Run 1, met1 routing:
Drawn at 6 px/um. Supply wires on this layer in grey. Cells faint in the background.
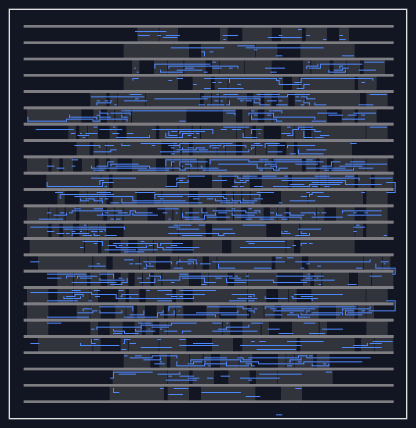
Run 1, met2 routing:
Drawn at 6 px/um.
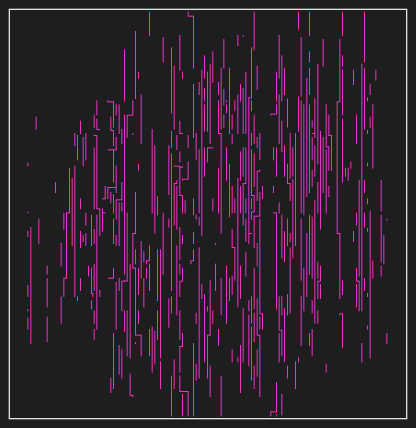
Run 1, signal wires on met3:
Drawn at 8 px/um. Cells faint in the background.
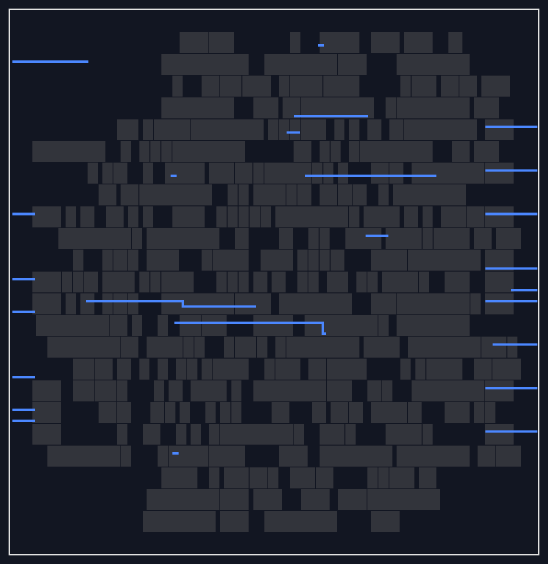
<file path="src/rtl/light_pkg.sv">
// Shared constants and colour mapping for the light PWM driver.
// Optional square-law colour map is selected by LIGHT_PWM_GAMMA_EN.
package light_pkg;

    localparam logic [7:0] PWM_LAST = 8'd254;

    localparam int R_HI = 23;
    localparam int R_LO = 16;
    localparam int G_HI = 15;
    localparam int G_LO = 8;
    localparam int B_HI = 7;
    localparam int B_LO = 0;

    // (c*c + c) >> 8 pins both ends: 0 maps to 0 and 255 maps to 255.
    function automatic logic [7:0] gamma8(input logic [7:0] c);
        logic [15:0] sq;
        sq = 16'(c) * 16'(c) + 16'(c);
        return sq[15:8];
    endfunction

endpackage

</file>
<file path="src/rtl/light_pwm_driver_if.sv">
// Colour bus from the lights selector plus the RGB LED drive it produces.
interface light_pwm_driver_if;
    logic [23:0] light;
    logic        led_r;
    logic        led_g;
    logic        led_b;
    logic        period_start;

    modport master (output light, input led_r, led_g, led_b, period_start);
    modport slave  (input light, output led_r, led_g, led_b, period_start);
endinterface

</file>
<file path="src/rtl/light_pwm_driver_channel.sv">
// One LED channel: duty register loaded at period wrap, comparator, output flop.
// Field mapping is square-law when LIGHT_PWM_GAMMA_EN is defined, linear otherwise.
module pwm_channel
    import light_pkg::*;
(
    input  logic       clk,
    input  logic       rst_n,
    input  logic       load,
    input  logic [7:0] field,
    input  logic [7:0] pwm_cnt_next,
    output logic       led
);

    logic [7:0] mapped;
    logic [7:0] duty_d, duty_q;
    logic       led_d, led_q;

    always_comb begin
`ifdef LIGHT_PWM_GAMMA_EN
        mapped = gamma8(field);
`else
        mapped = field;
`endif
        duty_d = load ? mapped : duty_q;
        // Comparing against next-cycle values keeps the pin registered yet aligned.
        led_d  = (pwm_cnt_next < duty_d);
    end

    // NOTE: sequential state uses non-blocking assignments so all flops update together.
    always_ff @(posedge clk or negedge rst_n) begin
        if (!rst_n) begin
            duty_q <= 8'd0;
            led_q  <= 1'b0;
        end else begin
            duty_q <= duty_d;
            led_q  <= led_d;
        end
    end

    assign led = led_q;

endmodule

</file>
<file path="src/rtl/light_pwm_driver.sv">
// Converts the 24-bit light colour word into three glitch-free PWM LED drives.
// Build option: LIGHT_PWM_GAMMA_EN enables the square-law colour map in each channel.
module light_pwm_driver
    import light_pkg::*;
#(
    parameter int PRESCALE = 1
) (
    input  logic                      clk,
    input  logic                      rst_n,
    light_pwm_driver_if.slave         bus
);

    localparam int PRE_W = (PRESCALE > 1) ? $clog2(PRESCALE) : 1;

    logic [PRE_W-1:0] pre_cnt_d, pre_cnt_q;
    logic [7:0]       pwm_cnt_d, pwm_cnt_q;
    logic             period_start_d, period_start_q;
    logic             tick;
    logic             wrap;

    // NOTE: every always_comb output gets a value on every path, so no latches are inferred.
    always_comb begin
        tick           = (pre_cnt_q == PRE_W'(PRESCALE - 1));
        wrap           = tick && (pwm_cnt_q == PWM_LAST);
        pre_cnt_d      = tick ? '0 : pre_cnt_q + PRE_W'(1);
        pwm_cnt_d      = pwm_cnt_q;
        if (wrap) begin
            pwm_cnt_d = 8'd0;
        end else if (tick) begin
            pwm_cnt_d = pwm_cnt_q + 8'd1;
        end
        period_start_d = wrap;
    end

    always_ff @(posedge clk or negedge rst_n) begin
        if (!rst_n) begin
            pre_cnt_q      <= '0;
            pwm_cnt_q      <= 8'd0;
            period_start_q <= 1'b0;
        end else begin
            pre_cnt_q      <= pre_cnt_d;
            pwm_cnt_q      <= pwm_cnt_d;
            period_start_q <= period_start_d;
        end
    end

    assign bus.period_start = period_start_q;

    pwm_channel u_ch_r (
        .clk          (clk),
        .rst_n        (rst_n),
        .load         (wrap),
        .field        (bus.light[R_HI:R_LO]),
        .pwm_cnt_next (pwm_cnt_d),
        .led          (bus.led_r)
    );

    pwm_channel u_ch_g (
        .clk          (clk),
        .rst_n        (rst_n),
        .load         (wrap),
        .field        (bus.light[G_HI:G_LO]),
        .pwm_cnt_next (pwm_cnt_d),
        .led          (bus.led_g)
    );

    pwm_channel u_ch_b (
        .clk          (clk),
        .rst_n        (rst_n),
        .load         (wrap),
        .field        (bus.light[B_HI:B_LO]),
        .pwm_cnt_next (pwm_cnt_d),
        .led          (bus.led_b)
    );

endmodule

</file>
<file path="src/flat_wrapper.sv">
// flat-port wrapper written by rule: the top's interface ports become plain ports
module light_pwm_driver_flat import light_pkg::*;
#(
    parameter int PRESCALE = 1
)
  (clk, rst_n, bus_light, bus_led_r, bus_led_g, bus_led_b, bus_period_start);
  light_pwm_driver_if bus_i ();
  input  logic clk;
  input  logic rst_n;
  input wire logic [$bits(bus_i.light)-1:0] bus_light;
  output wire logic [$bits(bus_i.led_r)-1:0] bus_led_r;
  output wire logic [$bits(bus_i.led_g)-1:0] bus_led_g;
  output wire logic [$bits(bus_i.led_b)-1:0] bus_led_b;
  output wire logic [$bits(bus_i.period_start)-1:0] bus_period_start;
  assign bus_i.light = bus_light;
  assign bus_led_r = bus_i.led_r;
  assign bus_led_g = bus_i.led_g;
  assign bus_led_b = bus_i.led_b;
  assign bus_period_start = bus_i.period_start;
  light_pwm_driver #(.PRESCALE(PRESCALE)) u_core (.clk(clk), .rst_n(rst_n), .bus(bus_i));
endmodule
</file>
<file path="config.mk">
export PLATFORM = sky130hd
export DESIGN_NAME = light_pwm_driver_flat
export DESIGN_NICKNAME = d
export VERILOG_FILES = /design/src/rtl/light_pkg.sv /design/src/rtl/light_pwm_driver_if.sv /design/src/rtl/light_pwm_driver_channel.sv /design/src/rtl/light_pwm_driver.sv /design/src/flat_wrapper.sv
export SDC_FILE = /design/constraint.sdc
export NUM_CORES = 1
export LEC_CHECK = 0
export ABC_AREA = 1
export CAP_MARGIN = 20
export CORE_AREA = 2 2 64 66
export DETAILED_ROUTE_END_ITERATION = 6
export DIE_AREA = 0 0 66 68
export GPL_TIMING_DRIVEN = 0
export PLACE_DENSITY = 0.83
export SETUP_SLACK_MARGIN = 0.1
export SYNTH_ARGS = -nofsm -noshare
export SYNTH_HDL_FRONTEND = slang
export SYNTH_SLANG_ARGS = --single-unit
</file>
<file path="constraint.sdc">
create_clock -name clk -period 5 [get_ports clk]
set_input_delay 0.75 -clock clk [delete_from_list [all_inputs] [get_ports clk]]
set_output_delay 0.75 -clock clk [all_outputs]
set_load 0.02 [all_outputs]
</file>
==> ci_impl_report.md, run 1 <==
### Yosys + OpenROAD results

| Metric | Value |
|---|---|
| Met3 usage | `between 3 and 4%` |
| Top cells by count | `inv_1, nand2_1, dfrtp_1, ha_1, o21ai_2` |
| DRC viols | `0` |
| Vias in the first global route | `between 1500 and 2000` |
| Clock transition at the registers of the reported paths | `about 0.070 ns` |
| RSZ-0062 raised after global routing | `no` |
| Critical path class | `flip-flop to flip-flop` |
| Final antenna diode count | `0` |
| Mux cell area share | `0%` |
| EDFF count, synth | `0` |
| Yosys top cell area share | `about two fifths` |
| Met1 WL | `about 1800 um` |
| Cells on Worst Hold Path | `2` |
| Core Util, Final | `about two thirds` |
| CP max stage cell | `dfrtp_1` |
| Clock network fraction of design power | `44.6%` |
| GRT Max-Usage Layer | `met2` |
| GP Congestion | `around 0.81` |
| Design Power | `about 570 uW` |
| Final hold viol count | `0` |
| DIE HEIGHT | `68 um` |
| Top cell excl fill/tap | `inv_1` |
| Arrival time at the worst endpoint | `around 2.8 ns` |
| Logic Gate Count | `between 150 and 200` |
| Crit start category | `flip-flop` |
| Final worst-path cycle share | `between 50% and 60%` |
| Floorplan Nets | `between 200 and 300` |
| Cell class ranked first by area | `combinational gates` |
| Max Buffers Root-to-Sink | `2` |
| Mean Syn Cell Area | `8.68 um^2` |
| Crit path max fanout | `10` |
| Sw Pwr | `~120 uW` |
| DR WL met3 | `about 150 um` |
| Reg area | `901 um^2` |
| Uppermost routed layer | `met4` |
| Hold wc startpoint | `u_core.u_ch_b.duty_q[5]` |
| Root Buffer Master | `clkbuf_8` |
| Vias | `roughly 1700` |
| Clock sink count | `36` |
| Comb power | `27.3 uW` |
| Global routing usage on met1 | `between 20% and 30%` |
| Status | `completed` |
| Reg-to-Reg Start | `u_core.pwm_cnt_q[0]` |
| Max Cap Viol | `0` |
| Synth area leaders | `dfrtp_1, ha_1, inv_1, nand2_1, o21ai_2` |
| # rows | `23` |
| Clk_lat worst skew | `~0.3 ns` |
| Final non-filler cell total | `between 300 and 400` |
| Data buffer area share | `between 10% and 20%` |
| Chip Area, Yosys | `~0.0022 mm^2` |
| Fin. max-slew vios | `0` |
| Die width | `~66 um` |
| Port Buffers | `29` |
| Layout cells sized above 1 | `22.3%` |
| Post-synthesis sequential area ratio | `41.5%` |
| Min cycle time layout | `2.56 ns` |
| Setup violation total in the final timing report | `0` |
| CTS buffer count | `5` |
| Routed vias/inst | `4.92` |
| Total grt overflow | `0` |
| Htree depth | `2` |
| Worst R2R Path Depth | `13` |
| Post-DP Area | `about 0.0025 mm^2` |
| Most numerous logic cells after layout | `inv_1, nand2_1, dfrtp_1` |
| Sw Share | `20.6%` |
| Drt total wl | `approximately 4300 um` |
| Yosys stat cell total | `roughly 250` |
| Cells after DPL | `around 330` |
| IO Count | `30` |
| Syn Inst Count | `250` |
| Top Consumer | `registers` |
| Reg power frac | `50.6%` |
| Antenna violations before repair | `0` |
| Top non-seq family | `simple AND/OR/NAND/NOR gates` |
| Slowest cell delay on critical path | `approximately 0.37 ns` |
| Final WS setup | `about 2.4 ns` |
| Area leader, netlist | `dfrtp_1` |
| DRT iter0 DRCs | `a little under 70` |
| Power Internal | `456 uW` |
| Area growth syn-to-layout | `21.0%` |
| FF-to-FF setup slack | `2.44 ns` |
| Largest net degree at the start of global routing | `37` |
| Flops after synth | `36` |
| Core Area | `roughly 0.0039 mm^2` |
| Ys Warns | `0` |
| Measured slew at the worst slew-check pin | `~0.8 ns` |
| Cts hold-fix bufs | `0` |
-- 'met1 routing' (at the start) --
- main direction: horizontal
- nets with wire on the layer: 298
- longest straight run: 20.2 um

-- 'met2 routing' (at the start) --
- nets with wire on the layer: 271
- wire length on this layer: 2150 um

-- 'signal wires on met3' (at the start) --
- share of all routed wire: 3.5%
- nets with wire on the layer: 20
- longest straight run: 18.4 um
- main direction: horizontal

==> run 1: how the worst max path moves through the flow <==
stage	from	endpoint	slack [ns]	depth (start not counted)
2_1_floorplan	u_core.pwm_cnt_q[0]	u_core.u_ch_r.led	2.85	15
3_3_place_gp	rst_n	u_core.u_ch_g.duty_q[0]	2.37	1
3_5_place_dp	u_core.pwm_cnt_q[0]	u_core.u_ch_b.led	2.47	13
4_1_cts	u_core.pwm_cnt_q[0]	u_core.u_ch_b.led	2.46	13
5_1_grt	u_core.pwm_cnt_q[0]	u_core.u_ch_r.led	2.19	15
6_report	u_core.pwm_cnt_q[0]	u_core.u_ch_b.led	2.44	13
==> run 1: critical path, delay by kind of cell (launching register included) <==
family          cells  cell delay, ns
simple gates        4            0.35
buf+inv             3            0.52
compound gates      4            0.72
fa+ha+maj           2            0.53
flops               1            0.37
==> inputs of run 2 (changes only) <==
- CORE_AREA: 2 2 64 66 -> 2 2 66 68
- DIE_AREA: 0 0 66 68 -> 0 0 68 70
- PLACE_DENSITY: 0.83 -> 0.79
- clock period: 5 -> 2.4 ns (I/O delays scaled with it)
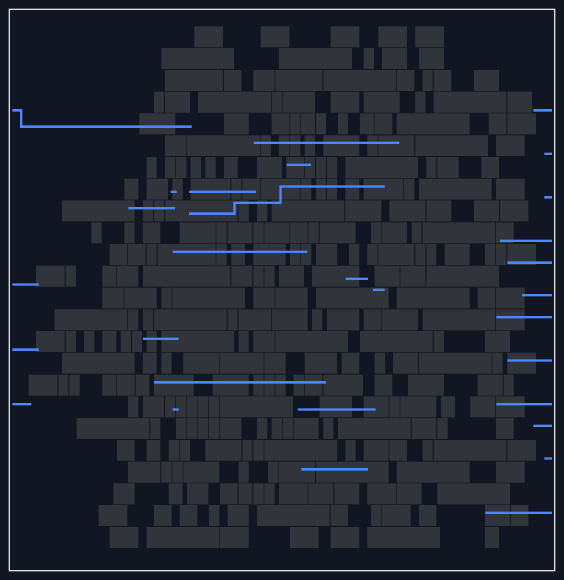
Run 2: signal wires on met3
Drawn at 8 px/um. Cells faint in the background.
- wire length on this layer: 205 um
- longest straight run: 21.2 um
- share of all routed wire: 4.5%
- nets with wire on the layer: 25

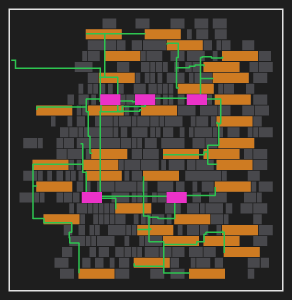
Run 2: clock network drawn from the DEF
Drawn at 4 px/um.
- cells driving clock nets: magenta (count 5)
- flip-flops: orange (count 36)
- clock wires: green (length 456 um)
- routed clock nets: 6

==> ci_impl_report.md, run 2 <==
### Yosys + OpenROAD results

| Metric | Value |
|---|---|
| Uppermost routed layer | `met4` |
| Cells after DPL | `331` |
| Clock sink count | `36` |
| Setup violation total in the final timing report | `0` |
| Max Buffers Root-to-Sink | `2` |
| Setup TNS | `0 ns` |
| Gate power share | `around 4.8%` |
| Footprint of the multi-input gates | `between 0.001 and 0.0015 mm^2` |
| Ys flop type | `dfrtp_1` |
| Log Warnings | `29` |
| Mux cell area share | `0%` |
| First drt pass iteration count | `4` |
| Final Cell Area | `between 0.002 and 0.003 mm^2` |
| Final worst-path cycle share | `91.2%` |
| Post-DP Area | `around 0.0025 mm^2` |
| Crit Reg-Reg Endpoint | `u_core.u_ch_b.led` |
| Core Area | `0.00414 mm^2` |
| Compound Share, Synth | `12.1%` |
| Worst Skew | `between 0.006 and 0.007 ns` |
| Sw Pwr | `~240 uW` |
| Final hold viol count | `0` |
| Top cell excl fill/tap | `inv_1` |
| Fmax | `0.457 GHz` |
| Top Consumer | `registers` |
| CP startpoint | `u_core.pwm_cnt_q[0]` |
| Comb power | `roughly 57 uW` |
| Worst Path Required | `~2.6 ns` |
| Clock network fraction of design power | `between 40% and 50%` |
| Max Cap Viol | `0` |
| Pre-Place Util | `52.4%` |
| Reg area | `901 um^2` |
| Area leader, netlist | `dfrtp_1` |
| Cts hold-fix bufs | `0` |
| Top non-seq family | `simple AND/OR/NAND/NOR gates` |
| Largest net degree at the start of global routing | `37` |
| Layout cells sized above 1 | `29.6%` |
| GP Congestion | `about 0.83` |
| Slowest cell delay on critical path | `a little under 0.4 ns` |
| Root Buffer Master | `clkbuf_8` |
| Chip Area | `approximately 0.0048 mm^2` |
| DR WL met3 | `a little over 200 um` |
| Simple share | `about a quarter` |
| Ys Warns | `0` |
| Min Hold Slack | `0.155 ns` |
| CTS buffer count | `5` |
| CTS tree | `yes` |
| Clock transition at the registers of the reported paths | `around 0.070 ns` |
| Final non-filler cell total | `between 300 and 400` |
| CP max stage cell | `dfrtp_1` |
| FF-to-FF setup slack | `0.21 ns` |
| Drt total wl | `about 4500 um` |
| Leak | `roughly 1.6 nW` |
| Synth area leaders | `dfrtp_1, ha_1, inv_1, nand2_1, o21ai_2` |
| Worst path bufs/invs | `5` |
| First-pass GRT wire length | `7590 um` |
| CP top delay family | `simple AND/OR/NAND/NOR gates` |
| Arrival time at the worst endpoint | `approximately 2.4 ns` |
| Syn Inst Count | `250` |
| Port Buffers | `29` |
| Yosys adder share | `11.0%` |
| EDFF count, synth | `0` |
| Htree depth | `2` |
| Setup slack at placement | `-0.183 ns` |
| Worst VDD drop | `0.268 mV` |
| Slew margin rel. | `a little under half` |
| DPL Wire Length | `3050 um` |
| IO Count | `30` |
| Cell variety after synth | `28` |
| Clock Power | `between 500 and 600 uW` |
| XOR/XNOR Area Share | `less than 1%` |
| Mean Syn Cell Area | `between 8 and 9 um^2` |
| Synth top cell by count | `inv_1` |
| Worst R2R Path Depth | `15` |
| # rows | `24` |
| Met1 WL | `between 1500 and 2000 um` |
| GRT Max-Usage Layer | `met2` |
| DR WL met2 | `between 2000 and 2500 um` |
| Post-route ant nets | `0` |
| Floorplan Nets | `roughly 300` |
| Power Internal | `950 uW` |
| Synth async-reset ratio | `100%` |
| CP Cell Sequence | `inv_2 -> ha_2 -> nand2_2 -> nor2_4 -> nand2_4 -> inv_1 -> buf_6 -> or2_2 -> o21ai_2 -> ha_1 -> inv_1 -> o21bai_1 -> inv_1 -> nand2_1 -> a21oi_2` |
| Reg-to-Reg Start | `u_core.pwm_cnt_q[0]` |
| Top cells by count | `inv_1, nand2_1, dfrtp_1, ha_1, o21ai_2` |
| Area growth syn-to-layout | `29.3%` |
| Critical path class | `flip-flop to flip-flop` |
| RSZ-0062 raised after global routing | `yes` |
| CP endpoint | `u_core.u_ch_b.led` |
| Design Power | `between 1 and 1.5 mW` |
| Clk_lat worst skew | `0.29 ns` |
| Fin. max-slew vios | `0` |
| Reg power frac | `51.0%` |
| DIE HEIGHT | `about 70 um` |
| Post-synthesis sequential area ratio | `between 40% and 50%` |
| Status | `completed` |
| Core Util, Final | `about two thirds` |
| Vias in the first global route | `between 1500 and 2000` |
| Chip Area, Yosys | `between 0.002 and 0.0025 mm^2` |
| Routed vias/inst | `between 4 and 5` |
| Vias | `approximately 1700` |
| Fill count | `339` |
| Sw Share | `between 20% and 30%` |
| Critical path depth | `15` |
| Critical Path Sink Type | `flip-flop` |
| Final antenna diode count | `0` |
| Die width | `68 um` |
| Final WS setup | `between 0.2 and 0.25 ns` |
| Measured slew at the worst slew-check pin | `~0.81 ns` |
| Total grt overflow | `0` |
| Crit-path most repeated cell | `inv_1` |
| Yosys top cell area share | `approximately two fifths` |
| Min-delay worst type | `primary input to asynchronous set/reset pin` |
| Mapped cell area | `between 0.002 and 0.0025 mm^2` |
| Crit path max fanout | `10` |
| DRC viols | `0` |
| Cell Pwr Density | `between 400 and 500 mW/mm^2` |
| Yosys stat cell total | `250` |
| Seq. pwr | `about 610 uW` |
| DRT iter0 DRCs | `73` |
| Min cycle time layout | `between 2 and 2.5 ns` |
| Most numerous logic cells after layout | `inv_1, nand2_1, dfrtp_1` |
| # nets final | `around 340` |
| Antenna violations before repair | `0` |
| Flops after synth | `36` |
| Crit start category | `flip-flop` |
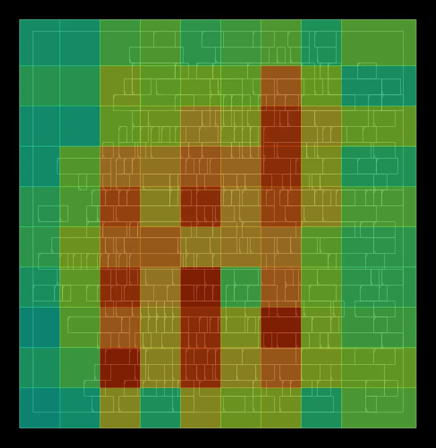
Run 2: congestion heat map
gr usage total: 20.8%
routed len/inst: 13.0 um
M2 GR Usage: 35.8%
global routing usage on met1: 25.2%
met3 usage: 5.64%

## run 2: cell families (layout without fill, tap and decap cells)
group	after synthesis	in the layout
adder cells (fa/ha/maj)	19	19
AND/OR/NAND/NOR	103	103
flip-flops	36	36
buffers and inverters	56	103
XOR/XNOR	2	2
AND-OR/OR-AND	34	34
## run 2: final cells by class
cell class | count | share of cell area [%]
flip-flops and latches | 36 | 32.1
plain buffers | 5 | 2.63
multi-input cells | 158 | 39.4
inverters | 51 | 6.82
clock buffers | 6 | 2.59
well taps | 52 | 2.32
clock inverters | 2 | 1.25
repair buffers | 39 | 12.8
## run 2: what timing repair did
item | in CTS | in global routing
gates resized | 10 | 20
buffers inserted | 1 | 9
pin swaps | 1 | 5
cloned | 0 | 0
endpoints found under the hold margin | 0 | 0
endpoints found under the setup margin | 3 | 3
Power and IR drop assume default switching activity.
